$ cat config.mk
export PLATFORM = sky130hd
export DESIGN_NAME = fdiv_seq
export DESIGN_NICKNAME = d
export VERILOG_FILES = /design/src/rtl/fdiv_seq.sv
export SDC_FILE = /design/constraint.sdc
export NUM_CORES = 1
export LEC_CHECK = 0
export ABC_AREA = 1
export CAP_MARGIN = 20
export CORE_ASPECT_RATIO = 0.9
export CORE_MARGIN = 2
export CORE_UTILIZATION = 48
export DETAILED_ROUTE_END_ITERATION = 10
export GPL_ROUTABILITY_DRIVEN = 0
export PLACE_DENSITY = 0.71
export SLEW_MARGIN = 30
export SYNTH_ARGS = -nofsm -noshare
export SYNTH_HDL_FRONTEND = slang
export SYNTH_SLANG_ARGS = --single-unit
$ cat constraint.sdc
create_clock -name clk -period 12.5 [get_ports clk]
set_clock_uncertainty 0.05 [all_clocks]
set_input_delay 3.75 -clock clk [delete_from_list [all_inputs] [get_ports clk]]
set_output_delay 3.75 -clock clk [all_outputs]
set_load 0.02 [all_outputs]
$ cat src/rtl/fdiv_seq.sv
// Multi-cycle IEEE-754 divider, one quotient bit per clock (restoring), FTZ, start/done handshake.
// Define FDIV_RNE_EN for round-to-nearest-even; otherwise results are truncated toward zero.
module fdiv_seq #(
  parameter int EXP_W = 8,
  parameter int MAN_W = 23
) (
  input  logic                 clk,
  input  logic                 rst_n,
  input  logic                 start,
  input  logic [EXP_W+MAN_W:0] a,
  input  logic [EXP_W+MAN_W:0] b,
  output logic                 busy,
  output logic                 done,
  output logic [EXP_W+MAN_W:0] res,
  output logic [3:0]           flags
);

  localparam int DATA_W = 1 + EXP_W + MAN_W;
  localparam int Q_W    = MAN_W + 3;
  localparam int R_W    = MAN_W + 2;
  localparam int E_W    = EXP_W + 2;
  localparam int CNT_W  = $clog2(Q_W);
  localparam logic signed [E_W-1:0] BIAS   = E_W'((1 << (EXP_W - 1)) - 1);
  localparam logic signed [E_W-1:0] E_MAX  = E_W'((1 << EXP_W) - 1);
  localparam logic signed [E_W-1:0] E_ZERO = '0;
  localparam logic signed [E_W-1:0] E_ONE  = E_W'(1);
  localparam logic [CNT_W-1:0]      CNT_LAST = CNT_W'(Q_W - 1);
`ifdef FDIV_RNE_EN
  localparam bit RNE_EN = 1'b1;
`else
  localparam bit RNE_EN = 1'b0;
`endif

  typedef enum logic [2:0] {IDLE, PREP, ITER, NORM, ROUND, DONE} state_t;

  state_t                  state;
  logic [CNT_W-1:0]        cnt;
  logic [DATA_W-1:0]       a_r, b_r;
  logic [R_W-1:0]          rem, dvs, rem_nxt;
  logic [Q_W-1:0]          quo;
  logic signed [E_W-1:0]   e_r, e_rnd;
  logic                    sticky_r, ge;
  logic                    spec_r;
  logic [DATA_W-1:0]       spec_res_r;
  logic [3:0]              spec_flg_r;

  function automatic logic [MAN_W:0] round_frac(input logic [MAN_W-1:0] frac,
                                                input logic guard, input logic sticky);
    return {1'b0, frac} + (MAN_W+1)'(RNE_EN & guard & (sticky | frac[0]));
  endfunction

  logic [EXP_W-1:0]  ea, eb;
  logic [MAN_W-1:0]  ma, mb;
  logic              sgn, a_zero, b_zero, a_inf, b_inf, a_nan, b_nan;
  logic [DATA_W-1:0] inf_val, zero_val, qnan_val;

  assign ea       = a_r[DATA_W-2 -: EXP_W];
  assign eb       = b_r[DATA_W-2 -: EXP_W];
  assign ma       = a_r[MAN_W-1:0];
  assign mb       = b_r[MAN_W-1:0];
  assign sgn      = a_r[DATA_W-1] ^ b_r[DATA_W-1];
  assign a_zero   = (ea == '0);
  assign b_zero   = (eb == '0);
  assign a_inf    = (&ea) && (ma == '0);
  assign b_inf    = (&eb) && (mb == '0);
  assign a_nan    = (&ea) && (ma != '0);
  assign b_nan    = (&eb) && (mb != '0);
  assign inf_val  = {sgn, {EXP_W{1'b1}}, {MAN_W{1'b0}}};
  assign zero_val = {sgn, {(DATA_W-1){1'b0}}};
  assign qnan_val = {1'b0, {EXP_W{1'b1}}, 1'b1, {(MAN_W-1){1'b0}}};

  logic              spec_hit;
  logic [DATA_W-1:0] spec_val;
  logic [3:0]        spec_flg;

  always_comb begin
    spec_hit = 1'b1;
    spec_val = zero_val;
    spec_flg = 4'b0000;
    if (a_nan || b_nan || (a_zero && b_zero) || (a_inf && b_inf)) begin
      spec_val = qnan_val;
      spec_flg = 4'b1000;
    end else if (a_inf) begin
      spec_val = inf_val;
    end else if (b_inf || a_zero) begin
      spec_val = zero_val;
    end else if (b_zero) begin
      spec_val = inf_val;
      spec_flg = 4'b0100;
    end else begin
      spec_hit = 1'b0;
    end
  end

  assign ge      = (rem >= dvs);
  assign rem_nxt = ge ? (rem - dvs) : rem;

  // Round stage: quo is normalised here, so quo[Q_W-1] is the hidden bit.
  logic [MAN_W:0]    mant_rnd;
  logic [DATA_W-1:0] rnd_val;
  logic [3:0]        rnd_flg;

  always_comb begin
    mant_rnd = round_frac(quo[Q_W-2:2], quo[1], sticky_r | quo[0]);
    e_rnd    = e_r + $signed({{(E_W-1){1'b0}}, mant_rnd[MAN_W]});
    rnd_val  = {sgn, e_rnd[EXP_W-1:0], mant_rnd[MAN_W-1:0]};
    rnd_flg  = 4'b0000;
    if (e_rnd >= E_MAX) begin
      rnd_val = inf_val;
      rnd_flg = 4'b0010;
    end else if (e_rnd <= E_ZERO) begin
      rnd_val = zero_val;
      rnd_flg = 4'b0001;
    end
  end

  // Datapath registers carry no reset; every field is loaded before it is read.
  always_ff @(posedge clk) begin
    case (state)
      IDLE: if (start) begin
        a_r <= a;
        b_r <= b;
      end
      PREP: begin
        spec_r     <= spec_hit;
        spec_res_r <= spec_val;
        spec_flg_r <= spec_flg;
        e_r        <= $signed({2'b00, ea}) - $signed({2'b00, eb}) + BIAS;
        rem        <= {1'b0, 1'b1, ma};
        dvs        <= {1'b0, 1'b1, mb};
        quo        <= '0;
      end
      ITER: begin
        quo <= {quo[Q_W-2:0], ge};
        rem <= rem_nxt << 1;
      end
      NORM: begin
        if (!quo[Q_W-1]) begin
          quo <= quo << 1;
          e_r <= e_r - E_ONE;
        end
        sticky_r <= |rem;
      end
      default: ;
    endcase
  end

  // Specials pass through ROUND so every result is published on the edge into DONE.
  always_ff @(posedge clk or negedge rst_n) begin
    if (!rst_n) begin
      state <= IDLE;
      cnt   <= '0;
      busy  <= 1'b0;
      done  <= 1'b0;
      res   <= '0;
      flags <= '0;
    end else begin
      done <= 1'b0;
      case (state)
        IDLE: if (start) begin
          state <= PREP;
          busy  <= 1'b1;
        end
        PREP: begin
          cnt   <= '0;
          state <= spec_hit ? ROUND : ITER;
        end
        ITER: begin
          if (cnt == CNT_LAST) state <= NORM;
          else                 cnt   <= cnt + 1'b1;
        end
        NORM: state <= ROUND;
        ROUND: begin
          res   <= spec_r ? spec_res_r : rnd_val;
          flags <= spec_r ? spec_flg_r : rnd_flg;
          done  <= 1'b1;
          state <= DONE;
        end
        DONE: begin
          busy  <= 1'b0;
          state <= IDLE;
        end
        default: state <= IDLE;
      endcase
    end
  end

endmodule

==> run summary <==
impl run done, here's what came out: total die size 0.0229 mm², routed len/inst 14.2 µm, YS warnings 0, yosys stat chip area 0.0104 mm², Worst EP required 8700 ps, Area contributors post-synth edfxtp_1 44%, nand2_1 13%, dfrtp_1 11%, Slew HR 36.1%, crit-path cells clkdlybuf4s50_1, # hold bufs at CTS 0, flops out of synthesis 199, Ant. Diodes 0, CP top delay family buffers and inverters, Buf/Inv on CP 1, status finished, final reports clean, combinational share of cell area 31.2%, Unique cell types 43, Vias per Instance 5.05, Synth Flop Type edfxtp_1, antenna violations before repair 0, WL met2 10500 µm, mapped cell area 0.0104 mm², CP Depth 1, Max-cap violations 0, Final WS setup 7280 ps, R2R Setup Slk 8940 ps, gr ovfl total 0, slowest CP cell clkdlybuf4s50_1, PortBufs 104, WL met3 1200 µm, Net Switching 0.00143 W, Tmin final 5220 ps, global-route wire length before repair 37700 µm, Hold Path Stages 0, P&R area growth vs syn 18.8%, CTS clock-pin slew for the worst setup and hold paths 80 ps, CTS HTree Levels 4, CTS Buf Count 17, CP Data Arrival Time 1420 ps, CTS tree built, total wire length 22700 µm, residual DRC count 0, Vias 8082, comb_multi_in 775, crit end category primary output, Gate power share 47.1%, yosys cell count 1192, All-Layer GR Usage 20.6%, design area 0.0124 mm², CP Capture Point res[31], # IOs 105, Longest Clk Path Bufs 2, fmax 191 MHz, Worst VDD drop 0.000128 V, share of layout cells above drive strength 1 5.42%, Crit Path Class reg -> out, reg-to-reg endpoint quo[21], Final Hold Viols 0, post-synthesis sequential area ratio 55.1%, Die X 159 µm, area leader, netlist edfxtp_1, critical-path maximum fanout 2, clock buffer count 18, most numerous logic cell after layout nand2_1, Comb. pwr 0.00156 W, Final #Nets 1403, hold crit path type reg -> reg, Top Layout Cells 355 x nand2_1, 186 x inv_1, 153 x edfxtp_1, 116 x nor2_1, 103 x clkdlybuf4s50_1, Pwr top combinational cells, yosys aoi share 4.86%, Internal 0.00187 W, and+or+nand+nor area frac 26.1%, r2r startpoint state[2], ys async rst share 23.1%, Max-area cell share 44.0%, Top non-seq family simple AND/OR/NAND/NOR gates, WL met1 10900 µm, Setup Fix Bufs, Post-CTS 0, Clock Sinks 199, post-route clock period utilization 41.8%, Post-CTS Resized 0, Avg Inst Size Synth 8.76 µm², Hold Crit Endpoint dvs[14], largest net degree at the start of global routing 66, Pwr Density 267 mW/mm², R2R cell count 6
stage by stage:
stage               util [%]  power, W  instances  hold slack (ps)
detailed placement      54.8   0.00273       1569              386
CTS                     57.7   0.00331       1601              407
finish                  57.7   0.00331       1601              406
global route            57.7   0.00357       1601              414
global placement        54.8   0.00270       1569              382
floorplan                  -   0.00229       1192              377
cells by family (layout without fill, tap and decap cells):
family | Yosys count | after routing
multiplexers | 1 | 1
flip-flops | 199 | 199
adder cells (fa/ha/maj) | 39 | 39
AND/OR/NAND/NOR | 632 | 632
buffers and inverters | 218 | 336
AND-OR/OR-AND | 90 | 90
XOR/XNOR | 13 | 13
sequential cells by signal, summed over array words and instances (netlist names), 5 cells and up:
name	count
dvs	23
e_r	10
a_r	32
cnt	5
res	32
quo	26
rem	25
b_r	32
==> images/flops_by_reg.png <==
Scale: 1.5 px per µm. Other sequential cells in the stronger grey, the rest of the logic in the fainter grey.
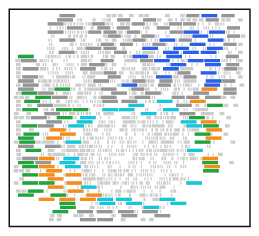
colour	signal	sequential cells
blue	`quo`	26
cyan	`rem`	25
orange	`dvs`	23
green	`b_r`	32
sequential power: 0.00119 W
sequential cell area: 0.00575 mm²
Core Util, Final: 57.7%
flop share of the area: 46.3%

==> images/io_fan.png <==
Scale: 3 px per µm.
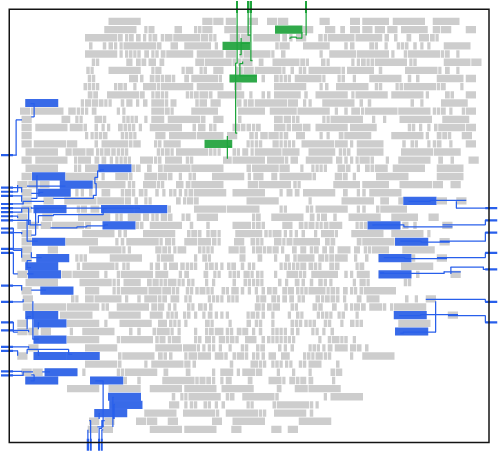
colour	port	bits	direction	end cells	wire
green	`flags`	4	output	4	112 µm
blue	`b`	32	input	32	705 µm

==> images/clk_routes.png <==
Scale: 1.5 px per µm.
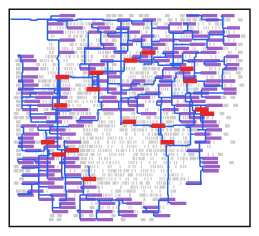
[red] clock drivers | count: 17
[purple] flip-flops | count: 199
[blue] clock wires | length: 2430 µm
routed clock nets	18
flops lie	widely spread
clock power share: 17.0%
Clock Latency Late Sink: 450 ps

==> images/placement.png <==
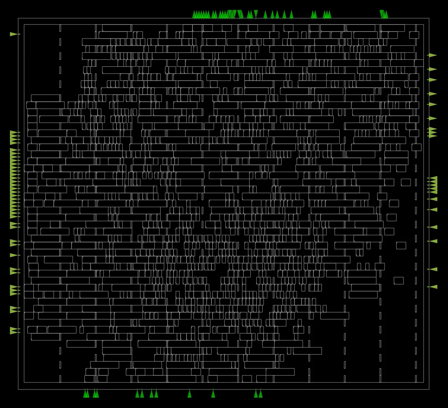
Tapcells: 291
Site Rows: 51
Fillers: 1883

No activity file was given, so power comes from the tool's default toggle rates.
